==> config.mk <==
export PLATFORM = sky130hd
export DESIGN_NAME = mpmc11_rd_data_collect
export DESIGN_NICKNAME = d
export VERILOG_FILES = /design/src/rtl/mpmc11_pkg.sv /design/src/rtl/mpmc11_rdc_fifo.sv /design/src/rtl/mpmc11_rd_data_collect.sv
export SDC_FILE = /design/constraint.sdc
export NUM_CORES = 2
export LEC_CHECK = 0
export CAP_MARGIN = 40
export CORE_MARGIN = 5
export CORE_UTILIZATION = 40
export DETAILED_ROUTE_END_ITERATION = 8
export PLACE_DENSITY_LB_ADDON = 0.08
export SETUP_SLACK_MARGIN = 0.3
export SYNTH_ARGS = -nofsm -noshare
export SYNTH_HDL_FRONTEND = slang
export SYNTH_SLANG_ARGS = --single-unit
==> constraint.sdc <==
create_clock -name clk -period 24.8 [get_ports clk]
set_input_delay 2.48 -clock clk [delete_from_list [all_inputs] [get_ports clk]]
set_output_delay 2.48 -clock clk [all_outputs]
set_load 0.005 [all_outputs]
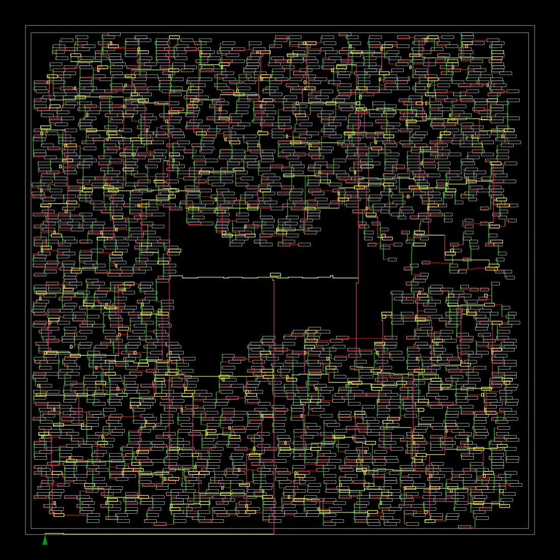
final_clocks.png
clk sink count: 2114
Clk power: 3.17 mW
clk_buf instances: 278
skew final: 0.0427 ns

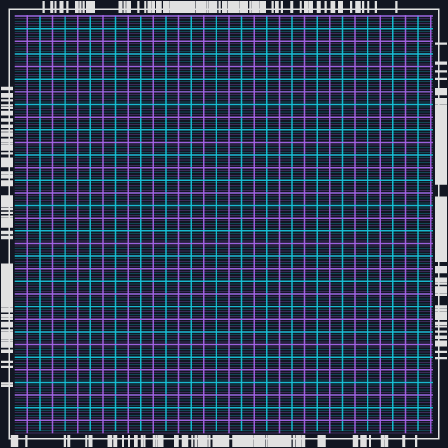
pdn.png
Pins as bars on the die edge.
net	colour
VSS	purple
VDD	cyan
met1 rails	166
met4 straps	33
met5 straps	33
CORE AREA: 202000 um2
die y size: 461 um

==> flow_summary.yaml <==
# physical design summary
status:
  outcome: "finished, final reports clean"
setup_path:
  cp.arrival_ns: 5.83
  r2r_cells: 13
  crit_fanout: 97
  cp.depth: 10
sta:
  rsz0062_at_grt: "false"
  max_freq_mhz: 120
  holdWs_ns: 0.465
  fin_crit_ns: 8.31
  final.setup.tns_ns: 0
  period_used_share: 0.335
  worstMarginPinSlew_ns: 0.977
  slew_violations: 0
pwr:
  sw_frac_of_total: 0.260
  p_leak_nw: 29.7
  seq_power_mw: 4.03
cells_and_area:
  drive_above_1_share: 0.205
  nNonClkInverters: 14
  comb_share: 0.179
  fin_util: 0.486
  seq_area_frac: 0.640
  regArea_um2: 62800
  layout_top_cell: "edfxtp_1"
  fin_cells: 7360
cts:
  cts_resized: 0
  root_buffer: "clkbuf_16"
  cts_hold_buf: 0
synthesis:
  synth-seq-area-share: 0.773
  yosysMostFrequentCell: "edfxtp_1"
  edf_count: 2048
worst_hold_path:
  holdCritPathClass: "reg2reg"
  hold-path-cell-count: 2
flow_run:
  max-cap-violations: 0
  warnings: 48
placement:
  pre_cts_slack_ns: 16.99
floorplan:
  die_w_um: 461
detailed_routing:
  drc_errors: 0
  drtPass1Iterations: 5
==> metal layers <==
layer / global-route usage / up-vias / wire (um)
met4: 0.0439 / 34 / 3950
met5: 0 / - / 224
met3: 0.0441 / 319 / 11300
met1: 0.247 / 20500 / 83700
met2: 0.296 / 873 / 94400
li1: - / 16900 / -
==> logic make-up (layout without fill, tap and decap cells) <==
| family | after synthesis | in the layout | synth area share |
|---|---|---|---|
| buffers and inverters | 222 | 1115 | 0.0115 |
| adders and majority gates | 18 | 18 | 0.00286 |
| xor gates and xnor gates | 45 | 45 | 0.00485 |
| muxes | 773 | 773 | 0.174 |
| other | 1 | 23 | 0.0000461 |
| DFF | 2114 | 2114 | 0.773 |
| AOI/OAI and AO/OA | 92 | 92 | 0.00711 |
| and+or+nand+nor | 508 | 508 | 0.0267 |
Power and IR drop assume default switching activity.
